$ cat src/rtl/lfsr_arb_pkg.sv
// lfsr_arb_pkg: shared types and helper functions for the lfsr_arb block.
//   state_e    - arbiter FSM state encoding (IDLE, SERVE, RESEED).
//   lfsr_next  - one Galois right-shift step of the LFSR.
//   rr_pick    - round-robin search for the granted requester index.
// Both functions work on fixed maximum-width vectors; callers zero-extend
// their operands and truncate the result with a size cast.
package lfsr_arb_pkg;

  localparam int unsigned MAXW = 32;  // widest supported LFSR
  localparam int unsigned MAXN = 32;  // most supported requesters

  typedef enum logic [1:0] {
    IDLE,
    SERVE,
    RESEED
  } state_e;

  // Galois step, right shift: taps fold in when the bit shifted out is 1.
  // Zero-extended upper bits stay zero, so the result is exact for any
  // width up to MAXW.
  function automatic logic [MAXW-1:0] lfsr_next(input logic [MAXW-1:0] state,
                                                input logic [MAXW-1:0] taps);
    return (state >> 1) ^ (state[0] ? taps : '0);
  endfunction

  // First set request bit searching upward from ptr, wrapping modulo nreq.
  // Returns ptr when no request is set (callers only use it when req != 0).
  function automatic int unsigned rr_pick(input logic [MAXN-1:0] req,
                                          input int unsigned     ptr,
                                          input int unsigned     nreq);
    int unsigned idx;
    logic        found;
    rr_pick = ptr;
    found   = 1'b0;
    for (int unsigned i = 0; i < MAXN; i++) begin
      if (i < nreq && !found) begin
        idx = ptr + i;
        if (idx >= nreq) idx = idx - nreq;
        if (req[idx]) begin
          rr_pick = idx;
          found   = 1'b1;
        end
      end
    end
  endfunction

endpackage

$ cat src/rtl/lfsr_arb.sv
// lfsr_arb: shares one Galois LFSR between NREQ requesters with round-robin
// arbitration. Each grant hands the current LFSR word to one client and then
// steps the LFSR once, so consumption order is reproducible from the seed.
//
// Ports:
//   clk          clock
//   reset        asynchronous active-low reset
//   req          level request per client, held until granted
//   load         reseed strobe (wins over req)
//   load_seed    new seed; zero is replaced by SEED
//   gnt          one-hot grant, one-cycle pulse (registered)
//   rdata_valid  rdata valid, coincides with gnt
//   rdata        LFSR word for the granted client (state before the step)
//   rdata_id     index of the granted client
//   busy         high while the FSM is in RESEED
//
// Optional build macro LFSR_ARB_PERIOD_EN adds:
//   period_cnt   LFSR steps since reset/load; holds the period on wrap
//   period_done  one-cycle pulse when a step returns the state to the seed
module lfsr_arb
  import lfsr_arb_pkg::*;
#(
  parameter int unsigned      WIDTH = 3,
  parameter logic [WIDTH-1:0] TAPS  = 'h6,
  parameter int unsigned      NREQ  = 4,
  parameter logic [WIDTH-1:0] SEED  = 1
) (
  input  logic                    clk,
  input  logic                    reset,
  input  logic [NREQ-1:0]         req,
  input  logic                    load,
  input  logic [WIDTH-1:0]        load_seed,
  output logic [NREQ-1:0]         gnt,
  output logic                    rdata_valid,
  output logic [WIDTH-1:0]        rdata,
  output logic [$clog2(NREQ)-1:0] rdata_id,
  output logic                    busy
`ifdef LFSR_ARB_PERIOD_EN
  ,
  output logic [WIDTH:0]          period_cnt,
  output logic                    period_done
`endif
);

  localparam int unsigned IDW = $clog2(NREQ);

  state_e           state_q;
  logic [WIDTH-1:0] lfsr_q;
  logic [IDW-1:0]   rr_ptr;

  logic [IDW-1:0]   pick;
  logic [NREQ-1:0]  pick_onehot;
  logic [WIDTH-1:0] lfsr_step;
  logic [WIDTH-1:0] seed_eff;
  logic             do_grant;

  always_comb begin
    pick        = IDW'(rr_pick(MAXN'(req), 32'(rr_ptr), NREQ));
    pick_onehot = '0;
    pick_onehot[pick] = 1'b1;
    lfsr_step   = WIDTH'(lfsr_next(MAXW'(lfsr_q), MAXW'(TAPS)));
    seed_eff    = (load_seed == '0) ? SEED : load_seed;
    // load has priority, and the RESEED cycle ignores requests entirely
    do_grant    = !load && (state_q != RESEED) && (req != '0);
  end

  always_ff @(posedge clk or negedge reset) begin
    if (!reset) begin
      state_q     <= IDLE;
      lfsr_q      <= SEED;
      rr_ptr      <= '0;
      gnt         <= '0;
      rdata_valid <= 1'b0;
      rdata       <= '0;
      rdata_id    <= '0;
      busy        <= 1'b0;
    end else begin
      gnt         <= '0;
      rdata_valid <= 1'b0;
      rdata       <= '0;
      rdata_id    <= '0;
      busy        <= 1'b0;
      if (load) begin
        state_q <= RESEED;
        lfsr_q  <= seed_eff;
        busy    <= 1'b1;
      end else if (state_q == RESEED) begin
        state_q <= IDLE;
      end else if (do_grant) begin
        state_q     <= SERVE;
        gnt         <= pick_onehot;
        rdata_valid <= 1'b1;
        rdata       <= lfsr_q;
        rdata_id    <= pick;
        lfsr_q      <= lfsr_step;
        rr_ptr      <= (pick == IDW'(NREQ - 1)) ? '0 : pick + 1'b1;
      end else begin
        state_q <= IDLE;
      end
    end
  end

`ifdef LFSR_ARB_PERIOD_EN
  logic [WIDTH-1:0] seed_q;
  logic             wrapped_q;  // last step hit the seed; next step restarts at 1

  always_ff @(posedge clk or negedge reset) begin
    if (!reset) begin
      seed_q      <= SEED;
      period_cnt  <= '0;
      period_done <= 1'b0;
      wrapped_q   <= 1'b0;
    end else begin
      period_done <= 1'b0;
      if (load) begin
        seed_q     <= seed_eff;
        period_cnt <= '0;
        wrapped_q  <= 1'b0;
      end else if (do_grant) begin
        period_cnt  <= wrapped_q ? (WIDTH+1)'(1) : period_cnt + 1'b1;
        period_done <= (lfsr_step == seed_q);
        wrapped_q   <= (lfsr_step == seed_q);
      end
    end
  end
`endif

endmodule

$ cat config.mk
export PLATFORM = sky130hd
export DESIGN_NAME = lfsr_arb
export DESIGN_NICKNAME = d
export VERILOG_FILES = /design/src/rtl/lfsr_arb_pkg.sv /design/src/rtl/lfsr_arb.sv
export SDC_FILE = /design/constraint.sdc
export NUM_CORES = 1
export LEC_CHECK = 0
export CAP_MARGIN = 0
export CORE_MARGIN = 3
export CORE_UTILIZATION = 49
export DETAILED_ROUTE_END_ITERATION = 12
export MAX_ROUTING_LAYER = met4
export PLACE_DENSITY_LB_ADDON = 0.05
export SETUP_SLACK_MARGIN = 0.3
export SLEW_MARGIN = 15
export SYNTH_ARGS = -nofsm -noshare
export SYNTH_HDL_FRONTEND = slang
export SYNTH_SLANG_ARGS = --single-unit
$ cat constraint.sdc
create_clock -name clk -period 3.6 [get_ports clk]
set_clock_uncertainty 0.1 [all_clocks]
set_input_delay 0.72 -clock clk [delete_from_list [all_inputs] [get_ports clk]]
set_output_delay 0.72 -clock clk [all_outputs]
set_load 0.03 [all_outputs]
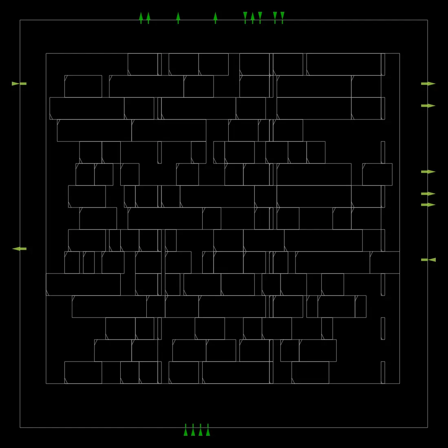
Figure 1: placement view.
Layout fillers: 139
tap cells: 25

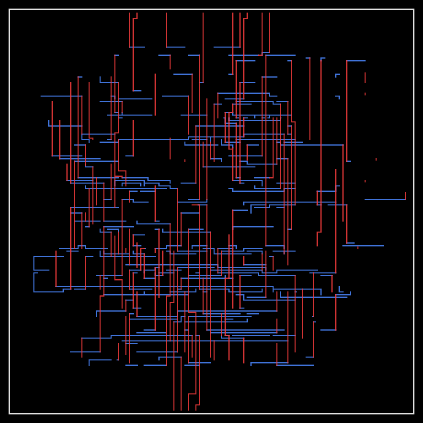
Figure 2: metal layers overlaid.
Scale: 8 px per um. Two of the layers only.
| colour | layer | wire length |
|---|---|---|
| red | metal 2 | 921 um |
| blue | metal 1 | 783 um |

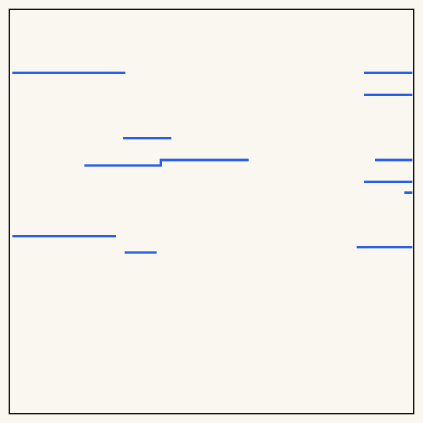
Figure 3: the metal 3 layer.
Scale: 8 px per um.
nets with wire on the layer: 10
main direction: horizontal

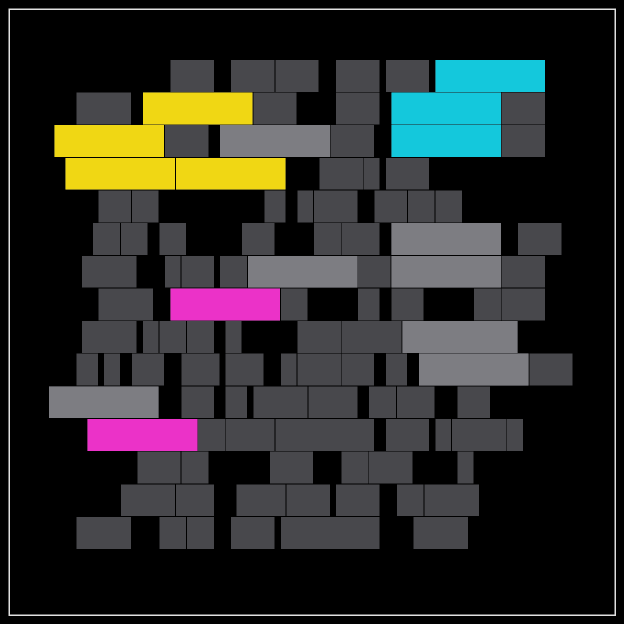
Figure 4: where the registers sit.
Scale: 12 px per um.
| colour | name in the netlist | flops |
|---|---|---|
| magenta | `rdata_id` | 2 |
| yellow | `gnt` | 4 |
| cyan | `rdata` | 3 |
not coloured: 7

==> worst min-delay path by stage <==
stage / startpoint / to / slack (ps) / cells past startpoint
after floorplan: reset / busy / 320 / 0
after global placement: lfsr_q[1] / rdata[1] / 400 / 1
after detailed placement: lfsr_q[1] / rdata[1] / 410 / 1
after CTS: lfsr_q[1] / rdata[1] / 450 / 1
after global routing: lfsr_q[1] / rdata[1] / 470 / 1
final: lfsr_q[1] / rdata[1] / 450 / 1
==> flip-flops by register name, summed over array words and instances (netlist names) <==
signal	flops
gnt	4
lfsr_q	3
state_q	1
rdata_id	2
rr_ptr	2
rdata	3
busy	1
==> results.toml <==
# yosys + openroad results
[run_status]
outcome = "complete, no violations"

[critical_path]
cp-end-kind = "register"
crit_start = "rr_ptr[1]"
crit_buf_inv = 1
path_delay_family = "adder cells"
path_depth = 10
r2r_setup_slack_ps = 640
endpoint = "rr_ptr[1]"
critPathLaunchType = "register"
r2r_start = "rr_ptr[1]"
crit_path_top_delay_cell = "dfrtp_1"
worst_r2r_path_depth = 10
path_max_fanout = 11
crit_arrival_ps = 3030

[route]
firstDrtPassIters = 4
ant_nets = 0
wl_met3_um = 85
num_vias = 688
post_drt_wl_per_cell_um = 13.5
drt_iter0_drc = 21
top_layer = "met4"
vias_per_cell = 5.17
drc = 0
wl_met1_um = 783
wl_met2_um = 920

[cells_and_area]
stdcell_area_sq_um = 1220
comb_area_share = 0.433
drive_above_1_share = 0.130
flop-count = 16
layout_top_cells = "clkdlybuf4s50_1 (20), dfrtp_1 (15), ha_1 (9)"
fin_util = 0.685
diodes = 0
stdcell_count = 133
largestClassByArea = "multi-input combinational cells"
nMultiInputCombCells = 64
signal_buffers = 22
nNetsFinal = 128
area_growth_pct = 26.6
final_common_cell = "clkdlybuf4s50_1"
n_clock_buffer = 4

[timing]
grt_setup_unrepaired = "no"
whs_ps = 445
tightest_slew_ps = 671
finalCriticalPeriod_ps = 2960
finalSetupViolCount = 0
finalHoldViolations = 0
relSlewSlack = 0.552
slew_violations = 0
setup_ws_ps = 642
finalSetupTns_ps = 0
timing.fmax_mhz = 338

[power_and_ir_drop]
clkPwrFrac = 0.116
leakagePower_uw = 0.000554
p_sw_frac = 0.422
clock_power_uw = 114
seq_power_uw = 263
intPower_uw = 571
powerComb_uw = 611
comb_power_share = 0.618
powerDensity_nw_per_um2 = 809
finalPower_uw = 988
ir_worst_vdd_v = 0.000539
maxPowerGroup = "combinational logic"

[logic_synthesis]
ys_types = 34
ff_type = "dfrtp_1"
most_common_cell = "dfrtp_1"
ys_seq_frac = 0.416
yosys.area_share.adder = 0.117
synth_flops = 16
synth.cell_area_sq_um = 965
mux_share = 0.123
edf_count = 0
synth_async_sr_flop_share = 1.00
syn-num-nets = 104
synthTopLogicFamily = "simple AND/OR/NAND/NOR gates"
xor_area_frac = 0.0182
top_cells_by_count = "dfrtp_1 (15), ha_1 (9), and2_1 (8), nand2_1 (6), mux2i_1 (4)"
syn_inst = 85
ys_sh_simple = 0.184
top_cell_area_share = 0.389
yosysWarnings = 0
top_area_cell = "dfrtp_1"
yosys.area_share.aoi = 0.106
avgSynthCellArea_sq_um = 11.3

[clock_tree]
cts_resized = 0
cts.sinks = 16
path_clk_slew_ps = 90
cts-root-buf = "clkbuf_4"
clockBufferDepth = 2
post_cts_buffers = 0
h-tree-depth = 1
postCtsHoldBufs = 0
clock_latency_ps = 280
numCtsBuffers = 3

[run]
warning_count = 33
drv_cap = 0

[floorplanning]
boundaryPins = 21
fp_util = 0.541
fp.dieH_um = 50.4
core_sq_um = 1780
die_x_um = 50.4

[grt]
globalRouteMet2Util = 0.291
grt_pass1_vias = 722
grt.total_usage = 0.165
grt_max_degree = 17
antenna_found_initial = 0
met3_usage = 0.0504
gr-total-overflow = 0
grt_busiest_layer = "met2"
grt_pass1_wl_um = 3110

[placement]
io_buffer_count = 20
place_ws_ps = 373
dp.cells = 129
hpwl_um = 1440
gp_congestion = 0.860

[worst_hold_path]
min_path_type = "register to register"
